## src/rtl/digit_serial_adder.sv

```systemverilog
// -----------------------------------------------------------------------------
// digit_serial_adder
//
// Digit-serial adder/subtractor. Two WIDTH-bit operands are added DIGIT bits
// per clock through a DIGIT-bit ripple of full-adder slices, with the carry
// between digits held in a register. The datapath cost does not grow with
// WIDTH; an operation takes NCYC = WIDTH/DIGIT cycles plus one DONE cycle.
//
// Parameters
//   WIDTH    : operand and result width in bits (>= 1)
//   DIGIT    : bits processed per clock; must divide WIDTH exactly
//
// Ports
//   clk      : rising-edge clock
//   rst_n    : asynchronous active-low reset
//   start    : operation request, accepted only when idle
//   sub      : 0 = a + b + cin, 1 = a - b (cin ignored); captured with start
//   a, b     : operands, captured with start
//   cin      : carry-in for add, captured with start
//   busy     : high while digits are being processed
//   done     : one-cycle pulse when sum/cout/overflow are final
//   sum      : result modulo 2^WIDTH; holds until the next accepted start
//   cout     : final carry-out (for subtract, 1 = no borrow)
//   overflow : signed two's-complement overflow of the final result
//
// Configuration
//   DIGIT_SERIAL_ADDER_OVERFLOW_EN : when defined, overflow is computed from
//   the carries into and out of the MSB on the last digit and registered with
//   sum. When undefined, no overflow logic exists and overflow is tied to 0.
// -----------------------------------------------------------------------------
module digit_serial_adder #(
  parameter int WIDTH = 8,
  parameter int DIGIT = 1
) (
  input  logic             clk,
  input  logic             rst_n,
  input  logic             start,
  input  logic             sub,
  input  logic [WIDTH-1:0] a,
  input  logic [WIDTH-1:0] b,
  input  logic             cin,
  output logic             busy,
  output logic             done,
  output logic [WIDTH-1:0] sum,
  output logic             cout,
  output logic             overflow
);

  localparam int NCYC  = WIDTH / DIGIT;
  // A single-digit operation still needs a 1-bit counter.
  localparam int CNT_W = (NCYC > 1) ? $clog2(NCYC) : 1;
  localparam logic [CNT_W-1:0] LAST_CNT = CNT_W'(NCYC - 1);

  typedef enum logic [1:0] {
    S_IDLE = 2'd0,
    S_RUN  = 2'd1,
    S_DONE = 2'd2
  } state_e;

  state_e             state_q, state_d;
  logic [WIDTH-1:0]   a_q, a_d;
  logic [WIDTH-1:0]   b_q, b_d;
  logic [WIDTH-1:0]   sum_q, sum_d;
  logic               carry_q, carry_d;
  logic               cout_q, cout_d;
  logic [CNT_W-1:0]   cnt_q, cnt_d;

  // Digit slice outputs.
  logic [DIGIT-1:0]   slice_sum;
  logic               slice_cout;
  logic [WIDTH-1:0]   slice_ext;

`ifdef DIGIT_SERIAL_ADDER_OVERFLOW_EN
  logic               ovf_q, ovf_d;
  logic               slice_msb_cin;
`endif

  // ---------------------------------------------------------------------------
  // DIGIT-bit ripple of full-adder slices fed by the registered carry. A local
  // running carry keeps the ripple free of self-referencing vector bits.
  // ---------------------------------------------------------------------------
  always_comb begin : digit_slice
    logic c;
    // NOTE: every combinational output gets a default before any branch or
    // loop, so no path through the block can leave it unassigned (a latch).
    c         = carry_q;
    slice_sum = '0;
`ifdef DIGIT_SERIAL_ADDER_OVERFLOW_EN
    slice_msb_cin = carry_q;
`endif
    for (int i = 0; i < DIGIT; i++) begin
`ifdef DIGIT_SERIAL_ADDER_OVERFLOW_EN
      // After the loop this holds the carry into the top bit of the digit,
      // which on the last digit is the carry into the operand MSB.
      slice_msb_cin = c;
`endif
      slice_sum[i] = a_q[i] ^ b_q[i] ^ c;
      c            = (a_q[i] & b_q[i]) | (a_q[i] & c) | (b_q[i] & c);
    end
    slice_cout = c;
  end

  // Place the new digit at the top of a WIDTH-wide word; it enters the sum
  // register from the MSB end so the first (LSB) digit ends up at the bottom.
  always_comb begin : slice_place
    slice_ext                    = '0;
    slice_ext[WIDTH-1 -: DIGIT]  = slice_sum;
  end

  // ---------------------------------------------------------------------------
  // Next-state logic.
  // ---------------------------------------------------------------------------
  always_comb begin : next_state
    state_d = state_q;
    a_d     = a_q;
    b_d     = b_q;
    sum_d   = sum_q;
    carry_d = carry_q;
    cout_d  = cout_q;
    cnt_d   = cnt_q;
`ifdef DIGIT_SERIAL_ADDER_OVERFLOW_EN
    ovf_d   = ovf_q;
`endif

    unique case (state_q)
      S_IDLE: begin
        if (start) begin
          // Subtract is a + ~b + 1: invert B here and force the carry to 1.
          a_d     = a;
          b_d     = sub ? ~b : b;
          carry_d = sub ? 1'b1 : cin;
          cnt_d   = '0;
          state_d = S_RUN;
        end
      end

      S_RUN: begin
        sum_d   = (sum_q >> DIGIT) | slice_ext;
        a_d     = a_q >> DIGIT;
        b_d     = b_q >> DIGIT;
        carry_d = slice_cout;
        cnt_d   = cnt_q + CNT_W'(1);
        if (cnt_q == LAST_CNT) begin
          cout_d  = slice_cout;
`ifdef DIGIT_SERIAL_ADDER_OVERFLOW_EN
          ovf_d   = slice_msb_cin ^ slice_cout;
`endif
          state_d = S_DONE;
        end
      end

      // A start seen here is deliberately dropped; the next request must
      // arrive while IDLE.
      S_DONE: state_d = S_IDLE;

      default: state_d = S_IDLE;
    endcase
  end

  // ---------------------------------------------------------------------------
  // State registers. Operand shift registers are reset as well so that sum
  // never carries X into a later operation.
  // ---------------------------------------------------------------------------
  always_ff @(posedge clk or negedge rst_n) begin : regs
    if (!rst_n) begin
      state_q <= S_IDLE;
      a_q     <= '0;
      b_q     <= '0;
      sum_q   <= '0;
      carry_q <= 1'b0;
      cout_q  <= 1'b0;
      cnt_q   <= '0;
`ifdef DIGIT_SERIAL_ADDER_OVERFLOW_EN
      ovf_q   <= 1'b0;
`endif
    end else begin
      // NOTE: non-blocking assignments so every register samples the values
      // from before this edge, independent of statement order.
      state_q <= state_d;
      a_q     <= a_d;
      b_q     <= b_d;
      sum_q   <= sum_d;
      carry_q <= carry_d;
      cout_q  <= cout_d;
      cnt_q   <= cnt_d;
`ifdef DIGIT_SERIAL_ADDER_OVERFLOW_EN
      ovf_q   <= ovf_d;
`endif
    end
  end

  // ---------------------------------------------------------------------------
  // Outputs: decoded straight from registered state, so they follow reset
  // asynchronously.
  // ---------------------------------------------------------------------------
  assign busy = (state_q == S_RUN);
  assign done = (state_q == S_DONE);
  assign sum  = sum_q;
  assign cout = cout_q;

`ifdef DIGIT_SERIAL_ADDER_OVERFLOW_EN
  assign overflow = ovf_q;
`else
  assign overflow = 1'b0;
`endif

endmodule

```

## config.mk

```make
export PLATFORM = sky130hd
export DESIGN_NAME = digit_serial_adder
export DESIGN_NICKNAME = d
export VERILOG_FILES = /design/src/rtl/digit_serial_adder.sv
export SDC_FILE = /design/constraint.sdc
export NUM_CORES = 1
export LEC_CHECK = 0
export CORE_MARGIN = 5
export CORE_UTILIZATION = 54
export DETAILED_ROUTE_END_ITERATION = 10
export HOLD_SLACK_MARGIN = 0.12
export MAX_ROUTING_LAYER = met4
export PLACE_DENSITY = 0.81
export SKIP_LAST_GASP = 1
export SLEW_MARGIN = 20
export SYNTH_ARGS = -nofsm -noshare
export SYNTH_HDL_FRONTEND = slang
export SYNTH_SLANG_ARGS = --single-unit
```

## constraint.sdc

```tcl
create_clock -name clk -period 2.66 [get_ports clk]
set_clock_uncertainty 0.15 [all_clocks]
set_input_delay 0.399 -clock clk [delete_from_list [all_inputs] [get_ports clk]]
set_output_delay 0.399 -clock clk [all_outputs]
set_load 0.02 [all_outputs]
```

### Clock routing

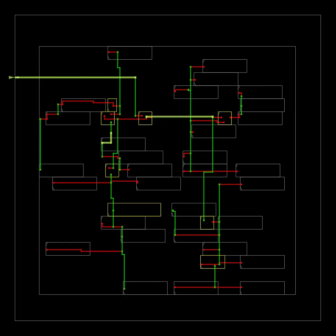
CTS Buf Count: 5
Seq cells: 31
clk latency late pin: 0.31 ns
Clock buffer cells: 6

### Cell classes on the final placement

Bar = 20 µm. Fill, decap, tap and diode cells in grey.
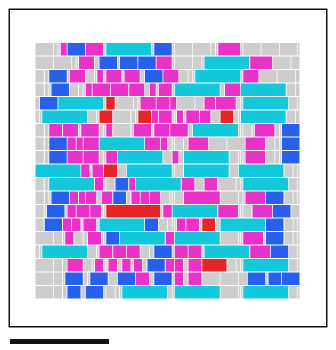
Cyan is flip-flops, cells 31, share of their area 40%. Magenta is all other logic, cells 96, share of their area 37%. Blue is other buffers and delay cells, cells 37, share of their area 18%. Red is clock drivers and dummy loads, cells 8, share of their area 4.5%.

[metal layers]
| layer | GRT usage [%] | routed length, µm | vias to the layer above |
|---|---|---|---|
| met1 | 20.57 | 1302 | 560 |
| met4 | 7.273 | 0 | 0 |
| li1 | - | - | 560 |
| met3 | 4.973 | 152 | 0 |
| met2 | 29.95 | 1696 | 36 |
| met5 | - | 0 | - |
[cell type report]
cell class                 instances  area [µm²]  area share (%)
clock inverter                     2       35.03           1.783
clock buffer                       6       51.30           2.611
timing repair buffer              37       355.3           18.09
inverter                           6       22.52           1.146
sequential                        31       775.7           39.49
multi-input combinational         90       685.7           34.90
tap                               31       38.79           1.975
[logic make-up (layout without fill, tap and decap cells)]
logic type	count (synthesis)	in the layout	synth area share, %
multiplexers	11	11	7.884
buffers and inverters	18	51	6.034
flip-flops	31	31	49.88
adder cells (fa/ha/maj)	3	3	2.896
other	1	1	0.2411
AND/OR/NAND/NOR	23	23	9.172
AND-OR/OR-AND	44	44	19.39
XOR/XNOR	8	8	4.505
[cells in the mapped netlist, types with 3 or more instances]
cell type | instances | area, µm²
dfrtp_1 | 31 | 775.7
mux2_2 | 8 | 90.09
o32ai_1 | 5 | 43.79
o21ai_0 | 10 | 50.05
a22oi_1 | 10 | 75.07
nor2b_1 | 5 | 31.28
buf_2 | 6 | 30.03
nand2_1 | 4 | 15.01
a221o_1 | 5 | 50.05
xnor2_1 | 7 | 61.31
a21oi_1 | 10 | 50.05
and2b_1 | 7 | 52.55
clkbuf_1 | 3 | 11.26
inv_1 | 6 | 22.52
[worst register-to-register path, stage by stage, from the launching register on]
cell	delay, ns
dfrtp_1	0.56
nor2b_2	0.19
buf_4	0.30
and2_1	0.21
mux2_1	0.32
[final timing paths]
check | endpoint
min in group clk | sum[0]$_DFFE_PN0P_
hold reg to reg | sum[0]$_DFFE_PN0P_
max in group asynchronous | sum[0]$_DFFE_PN0P_
hold / removal | sum[5]$_DFFE_PN0P_
setup reg to reg | cout$_DFFE_PN0P_
setup / recovery | done
[through the flow]
stage,worst slack [ns],util (%),hold slack (ns),cells,cell area (µm²)
3_5_place_dp,0.4150,68.10,0.3454,195,1878
4_1_cts,0.3247,71.23,0.3127,203,1964
2_1_floorplan,1.001,-,-0.04659,139,1555
6_report,0.3466,71.23,0.3115,203,1964
3_3_place_gp,0.5293,68.10,0.3332,195,1878
5_1_grt,0.2569,71.23,0.3019,203,1964
[report_power, final]
part | total, µW | internal, µW | switching (µW)
Clock | 378 | 222 | 156
Sequential | 813 | 664 | 149
Combinational | 824 | 439 | 385
Total | 2010 | 1320 | 689
[flip-flops by register name (all words and copies together), names as in the netlist]
register  cells
carry_q       1
state_q       2
a_q           8
sum           8
cout          1
cnt_q         3
b_q           8
[cells in the final DEF (no fill, tap or decap), types with 2 or more instances in the layout]
master,count
buf_4,6
clkdlybuf4s50_1,31
dfrtp_1,31
a22o_1,2
a221o_1,5
nor2_1,2
o211ai_1,2
clkbuf_4,5
and2b_1,7
o32ai_1,5
o21ai_0,10
mux2_2,8
inv_1,6
ha_1,2
nand2_1,4
a21oi_1,10
mux2_1,2
nor2b_1,5
a22oi_1,10
xnor2_1,7
==> results.tsv <==
metric	value	unit
status	complete, no violations	
async_reset_ff_share	100.0	%
cts_sinks	31	
ys_ff	31	
antenna_found_initial	0	
ant_nets	0	
dieArea	4053	µm²
grt_pass1_vias	1244	
period_minus_slack	2.313	ns
grt_util_all_layers	18.08	%
syn_area	1555	µm²
fmax	0.4323	GHz
drv_cap	0	
n_fill_cell	211	
finalHoldViolations	0	
edf_count	0	
wl_per_cell	15.52	µm
crit_arrival	1.76	ns
final.setup.tns	0	ns
cts_resized	0	
grt_remaining_overflow	0	
grt_pass1_wl	5568	µm
ctsHoldBuffers	0	
cts-root-buf	clkbuf_4	
vias	1156	
ys_cells	139	
drcViolationCount	0	
r2r_start	state_q[1]$_DFFE_PN0P_	
warnings	26	
drt_iter0_drc	51	
fp-utilization	56.40	%
